### config.mk
export PLATFORM = sky130hd
export DESIGN_NAME = add_round_key_seq
export DESIGN_NICKNAME = d
export VERILOG_FILES = /design/src/rtl/add_round_key_seq.sv
export SDC_FILE = /design/constraint.sdc
export NUM_CORES = 2
export LEC_CHECK = 0
export CORE_MARGIN = 4
export CORE_UTILIZATION = 40
export CTS_CLUSTER_SIZE = 30
export DETAILED_ROUTE_END_ITERATION = 10
export MAX_ROUTING_LAYER = met4
export PLACE_DENSITY = 0.69
export SLEW_MARGIN = 20
export SYNTH_ARGS = -nofsm -noshare
export SYNTH_HDL_FRONTEND = slang
export SYNTH_SLANG_ARGS = --single-unit
### constraint.sdc
create_clock -name clk -period 2.2 [get_ports clk]
set_input_delay 0.44 -clock clk [delete_from_list [all_inputs] [get_ports clk]]
set_output_delay 0.44 -clock clk [all_outputs]
set_load 0.02 [all_outputs]
### src/rtl/add_round_key_seq.sv
// Multi-beat AES AddRoundKey: a key bank plus a work register that is XORed
// LANES bytes per cycle, with valid/ready handshakes on both sides.

module ark_lane (
  input  logic [7:0] s,
  input  logic [7:0] k,
  output logic [7:0] y
);
  assign y = s ^ k;
endmodule

module add_round_key_seq #(
  parameter  int BLOCK_BYTES = 16,
  parameter  int LANES       = 4,
  parameter  int NUM_KEYS    = 11,
  localparam int KW          = (NUM_KEYS > 1) ? $clog2(NUM_KEYS) : 1
) (
  input  logic                     clk,
  input  logic                     rst,
  input  logic                     key_we,
  input  logic [KW-1:0]            key_waddr,
  input  logic [8*BLOCK_BYTES-1:0] key_wdata,
  input  logic                     in_valid,
  output logic                     in_ready,
  input  logic [8*BLOCK_BYTES-1:0] in_state,
  input  logic [KW-1:0]            in_round,
  output logic                     out_valid,
  input  logic                     out_ready,
  output logic [8*BLOCK_BYTES-1:0] out_state,
  output logic [KW-1:0]            out_round,
  output logic                     out_err
);
  localparam int NB    = BLOCK_BYTES / LANES;
  localparam int BW    = (NB > 1) ? $clog2(NB) : 1;
  localparam int BLK_W = 8 * BLOCK_BYTES;

  localparam logic [BW-1:0] LAST = BW'(NB - 1);
  localparam logic [KW:0]   NK   = (KW + 1)'(NUM_KEYS);

  localparam logic [1:0] S_IDLE = 2'd0;
  localparam logic [1:0] S_XOR  = 2'd1;
  localparam logic [1:0] S_HOLD = 2'd2;

  // Beat-major view of a block: [beat][lane][byte], bit-identical to the flat bus.
  typedef logic [NB-1:0][LANES-1:0][7:0] blk_t;

  typedef struct packed {
    logic [KW-1:0] round;
    logic          err;
  } tag_t;

  logic [1:0]                     state_q;
  logic [BW-1:0]                  beat_q;
  blk_t                           work_q;
  blk_t                           wkey_q;
  tag_t                           tag_q;
  logic                           out_valid_q;
  logic [NUM_KEYS-1:0][BLK_W-1:0] key_bank;

  logic [LANES-1:0][7:0] cur_s, cur_k, lane_y;
  logic                  in_rng, wr_rng;

  assign in_rng = {1'b0, in_round}  < NK;
  assign wr_rng = {1'b0, key_waddr} < NK;

  // Ready is a pure function of state (and reset), never of the handshakes.
  assign in_ready  = (state_q == S_IDLE) && !rst;
  assign out_valid = out_valid_q;
  assign out_state = work_q;
  assign out_round = tag_q.round;
  assign out_err   = tag_q.err;

  always_comb begin
    cur_s = '0;
    cur_k = '0;
    for (int b = 0; b < NB; b++) begin
      if (beat_q == BW'(b)) begin
        cur_s = work_q[b];
        cur_k = wkey_q[b];
      end
    end
  end

  for (genvar l = 0; l < LANES; l++) begin : g_lane
    ark_lane u_lane (
      .s (cur_s[l]),
      .k (cur_k[l]),
      .y (lane_y[l])
    );
  end

  always_ff @(posedge clk) begin
    if (rst) begin
      state_q     <= S_IDLE;
      beat_q      <= '0;
      work_q      <= '0;
      wkey_q      <= '0;
      tag_q       <= '0;
      out_valid_q <= 1'b0;
      key_bank    <= '0;
    end else begin
      // The snapshot below reads the pre-edge bank, so a same-edge write
      // to the selected index only affects later blocks.
      if (key_we && wr_rng)
        key_bank[key_waddr] <= key_wdata;

      case (state_q)
        S_IDLE: begin
          if (in_valid) begin
            work_q      <= in_state;
            tag_q.round <= in_round;
            tag_q.err   <= !in_rng;
            wkey_q      <= in_rng ? blk_t'(key_bank[in_round]) : '0;
            beat_q      <= '0;
            state_q     <= S_XOR;
          end
        end
        S_XOR: begin
          for (int b = 0; b < NB; b++)
            if (beat_q == BW'(b)) work_q[b] <= lane_y;
          if (beat_q == LAST) begin
            beat_q      <= '0;
            out_valid_q <= 1'b1;
            state_q     <= S_HOLD;
          end else begin
            beat_q <= beat_q + 1'b1;
          end
        end
        S_HOLD: begin
          if (out_ready) begin
            out_valid_q <= 1'b0;
            state_q     <= S_IDLE;
          end
        end
        default: state_q <= S_IDLE;
      endcase
    end
  end
endmodule

### Placed cells, one color a class

The bar under the picture is 100 µm long. Fill, decap, tap and diode cells in gray.
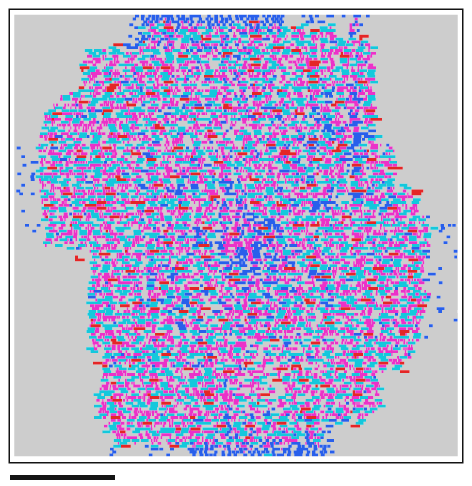
- magenta: all other logic (cells 6333)
- blue: other buffers and delay cells (cells 1008)
- red: clock drivers and dummy loads (cells 302)
- cyan: flip-flops (cells 1674)

### Metal 2

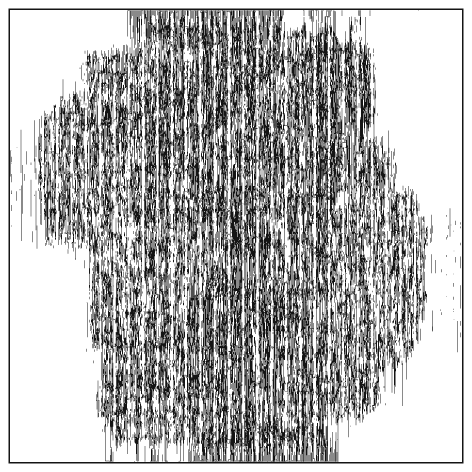
- longest straight run: 110 µm
- share of all routed wire: 44%
- wire length on this layer: 128 mm
- nets with wire on the layer: 7423
- main direction: vertical
met2 track demand over resource: 0.4586
via count: 68140
Total Routed Length: 288800 µm

==> qor.json <==
{
  "drt_iter0_markers": {"value": 8884},
  "post-place-cells": {"value": 11350},
  "cell_types_with_the_largest_area_share_after_synthesis": {"value": "sky130_fd_sc_hd__dfxtp_1, sky130_fd_sc_hd__nand2_1, sky130_fd_sc_hd__a21oi_1"},
  "synthDominantCellAreaShare": {"value": 0.4732},
  "maxClockFrequency": {"value": 457.3, "unit": "MHz"},
  "routability_congestion": {"value": 1.043},
  "synth.yosys.seq_area_share": {"value": 0.4732},
  "power.share.clock": {"value": 0.426},
  "setup.worst_path.end_class": {"value": "flip-flop"},
  "path_buffers": {"value": 3},
  "power": {"value": 69.12, "unit": "mW"},
  "die_area": {"value": 0.1838, "unit": "mm²"},
  "worst_setup_path_start_kind": {"value": "flip-flop"},
  "rsz0062_at_grt": {"value": "yes"},
  "floorplan.core_util": {"value": 0.4021},
  "clk_pin_slew": {"value": 0.06, "unit": "ns"},
  "tns": {"value": 0, "unit": "ns"},
  "yosys_area": {"value": 0.07082, "unit": "mm²"},
  "final_worst_setup_slack": {"value": 0.01311, "unit": "ns"},
  "fin_worst_hold_slack": {"value": 0.08261, "unit": "ns"},
  "yosys_most_used_dff": {"value": "sky130_fd_sc_hd__dfxtp_1"},
  "gr-usage-all-layers": {"value": 0.3084},
  "finalNonFillerCells": {"value": 11690},
  "nNetsFinal": {"value": 9461},
  "seq_power_share": {"value": 0.460},
  "mean_cell_area_of_the_mapped_netlist": {"value": 7.951, "unit": "µm²"},
  "synth.distinct_cells": {"value": 41},
  "cap_viol_max_count": {"value": 0},
  "cts_buffers": {"value": 171},
  "cts_sinks": {"value": 1674},
  "postSynth.asyncResetShare": {"value": 0},
  "net-switching-power": {"value": 18.52, "unit": "mW"},
  "total_setup_buffers_inserted_after_cts": {"value": 0},
  "critical_path_required": {"value": 2.94, "unit": "ns"},
  "floorplan.die.width": {"value": 428.8, "unit": "µm"},
  "common_cells": {"value": "sky130_fd_sc_hd__nand2_1, sky130_fd_sc_hd__a21oi_1, sky130_fd_sc_hd__dfxtp_1, sky130_fd_sc_hd__clkbuf_1, sky130_fd_sc_hd__mux2i_1"},
  "final.min_clock_period": {"value": 2.187, "unit": "ns"},
  "combinational_share_of_power": {"value": 0.114},
  "detailedPlacementHpwl": {"value": 193300, "unit": "µm"},
  "synth_flop_count": {"value": 1674},
  "final_max_slew_viol_count": {"value": 0},
  "power.ir.vdd_worst": {"value": 0.8854, "unit": "mV"},
  "post-place-ws": {"value": -0.3419, "unit": "ns"},
  "initial_antenna_violation_count": {"value": 34},
  "postSynthNetCount": {"value": 9180},
  "syn-instance-count": {"value": 8907},
  "ctsLongestPathBuffers": {"value": 3},
  "post_drt_via_cell_ratio": {"value": 5.830},
  "timing.critical_path.cells": {"value": "inv_1 -> ha_1 -> nand2b_2 -> clkbuf_16 -> o2bb2ai_2 -> a21oi_1 -> buf_4 -> a311oi_1"},
  "ys_cells": {"value": 8907},
  "worst_skew_pair.late_latency": {"value": 0.84, "unit": "ns"},
  "report.final.hold_viol_count": {"value": 0},
  "drc": {"value": 0},
  "power_density": {"value": 790.0, "unit": "mW/mm²"},
  "cts_root_buffer": {"value": "sky130_fd_sc_hd__clkbuf_16"},
  "crit_family": {"value": "AND-OR/OR-AND gates"},
  "final-setup-viol-count": {"value": 0},
  "ioPinCount": {"value": 404},
  "post-route-util": {"value": 0.4968},
  "outcome": {"value": "finished, final reports clean"},
  "grt_remaining_overflow": {"value": 0},
  "warnings": {"value": 44},
  "tritoncts": {"value": "done"},
  "die.size.y": {"value": 428.8, "unit": "µm"},
  "yosys_warnings": {"value": 0},
  "swShare": {"value": 0.2679},
  "core_area": {"value": 0.1761, "unit": "mm²"},
  "synth_top_cell_by_area": {"value": "sky130_fd_sc_hd__dfxtp_1"},
  "worst_path_max_delay_cell": {"value": "sky130_fd_sc_hd__dfxtp_2"},
  "dpl-instance-area": {"value": 0.08141, "unit": "mm²"},
  "power.leakage": {"value": 31.01, "unit": "nW"},
  "rows": {"value": 154},
  "final_min_period_over_clock_period": {"value": 0.9940},
  "post_route_cells_drive_above_1_share": {"value": 0.1094},
  "first_global_vias": {"value": 64450},
  "detailedRoute.firstPassIterationCount": {"value": 11},
  "timing.max_slew.rel_slack": {"value": 0.3247},
  "internal_power": {"value": 50.60, "unit": "mW"}
}
### Clock nets

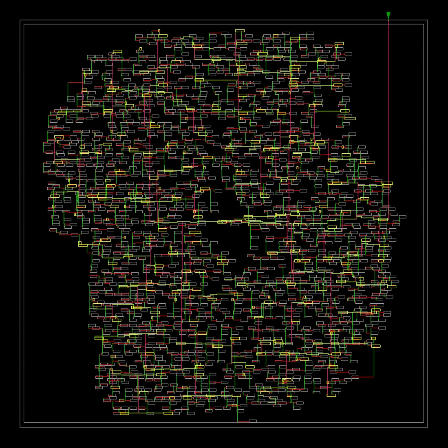
Clock Skew: 0.02679 ns
tally of clock buffers in the finished layout: 249
clock group power: 29.4 mW

-- layout by cell type, fill, tap and decap left out, types with 35 or more instances in the layout --
master,instances
sky130_fd_sc_hd__nor2_1,137
sky130_fd_sc_hd__clkbuf_1,41
sky130_fd_sc_hd__clkdlybuf4s50_1,264
sky130_fd_sc_hd__clkbuf_16,174
sky130_fd_sc_hd__o2bb2ai_1,144
sky130_fd_sc_hd__a21oi_1,1682
sky130_fd_sc_hd__dfxtp_2,45
sky130_fd_sc_hd__buf_4,393
sky130_fd_sc_hd__mux2i_1,640
sky130_fd_sc_hd__xnor2_1,96
sky130_fd_sc_hd__nand2_1,2954
sky130_fd_sc_hd__clkbuf_8,35
sky130_fd_sc_hd__dlygate4sd2_1,131
sky130_fd_sc_hd__dfxtp_1,1626
sky130_fd_sc_hd__buf_12,198
sky130_fd_sc_hd__a311oi_1,118
sky130_fd_sc_hd__a222oi_1,128
sky130_fd_sc_hd__a22oi_1,128
sky130_fd_sc_hd__nand3_1,130
-- sequential cells by signal, indices dropped and copies added (netlist names) --
signal / cells
beat_q: 2
key_bank: 1408
out_err: 1
out_round: 4
out_state: 128
out_valid: 1
state_q: 2
wkey_q: 128
-- cell type report --
| cell class | count | area (µm²) |
|---|---|---|
| Sequential cell | 1674 | 33580 |
| Inverter | 2 | 7.507 |
| Clock inverter | 53 | 629.4 |
| Multi-Input combinational cell | 6331 | 34340 |
| Tap cell | 2340 | 2928 |
| Timing Repair Buffer | 1008 | 10970 |
| Antenna cell | 32 | 80.08 |
| Clock buffer | 249 | 4965 |
| Fill cell | 16420 | 88620 |
-- final timing paths --
path              slack [ns]  depth (start not counted)                         end                  startpoint
hold / removal          0.08                          4      wkey_q[4]$_SDFFE_PP0P_                 in_round[3]
setup reg to reg        0.01                          8  out_state[17]$_SDFFE_PP0P_      beat_q[1]$_SDFFE_PP0P_
setup / recovery        0.01                          8  out_state[17]$_SDFFE_PP0P_      beat_q[1]$_SDFFE_PP0P_
hold reg to reg         0.45                          2  key_bank[304]$_SDFFE_PP0P_  key_bank[304]$_SDFFE_PP0P_
-- worst min-delay path, delay by kind of cell --
| family | cells | cell delay (ns) |
|---|---|---|
| buf+inv | 1 | 0.20 |
| simple gates | 1 | 0.08 |
| compound gates | 2 | 0.12 |
-- per-layer routing --
layer | vias up | wire [µm] | track usage
li1 | 30840 | - | -
met1 | 32550 | 104300 | 0.3497
met2 | 3689 | 128300 | 0.4586
met3 | 1062 | 26550 | 0.06363
met4 | 0 | 29670 | 0.2771
met5 | - | 0 | -
-- repair_timing --
action	4_1_cts	5_1_grt
gates cloned	0	1
hold buffers	0	0
pin swaps	1	2
gates resized	217	64
setup endpoints to repair	175	103
-- kinds of logic (layout without fill, tap and decap cells) --
| logic type | count (synthesis) | in the layout | share of synthesized area |
|---|---|---|---|
| buf+inv | 902 | 1312 | 0.05076 |
| fa+ha+maj | 4 | 4 | 0.0007068 |
| xor+xnor | 128 | 128 | 0.01583 |
| simple gates | 3273 | 3273 | 0.1775 |
| mux | 640 | 640 | 0.09046 |
| other cells | 0 | 32 | 0 |
| flops | 1674 | 1674 | 0.4732 |
| compound gates | 2286 | 2286 | 0.1916 |
Power and IR drop assume default switching activity.
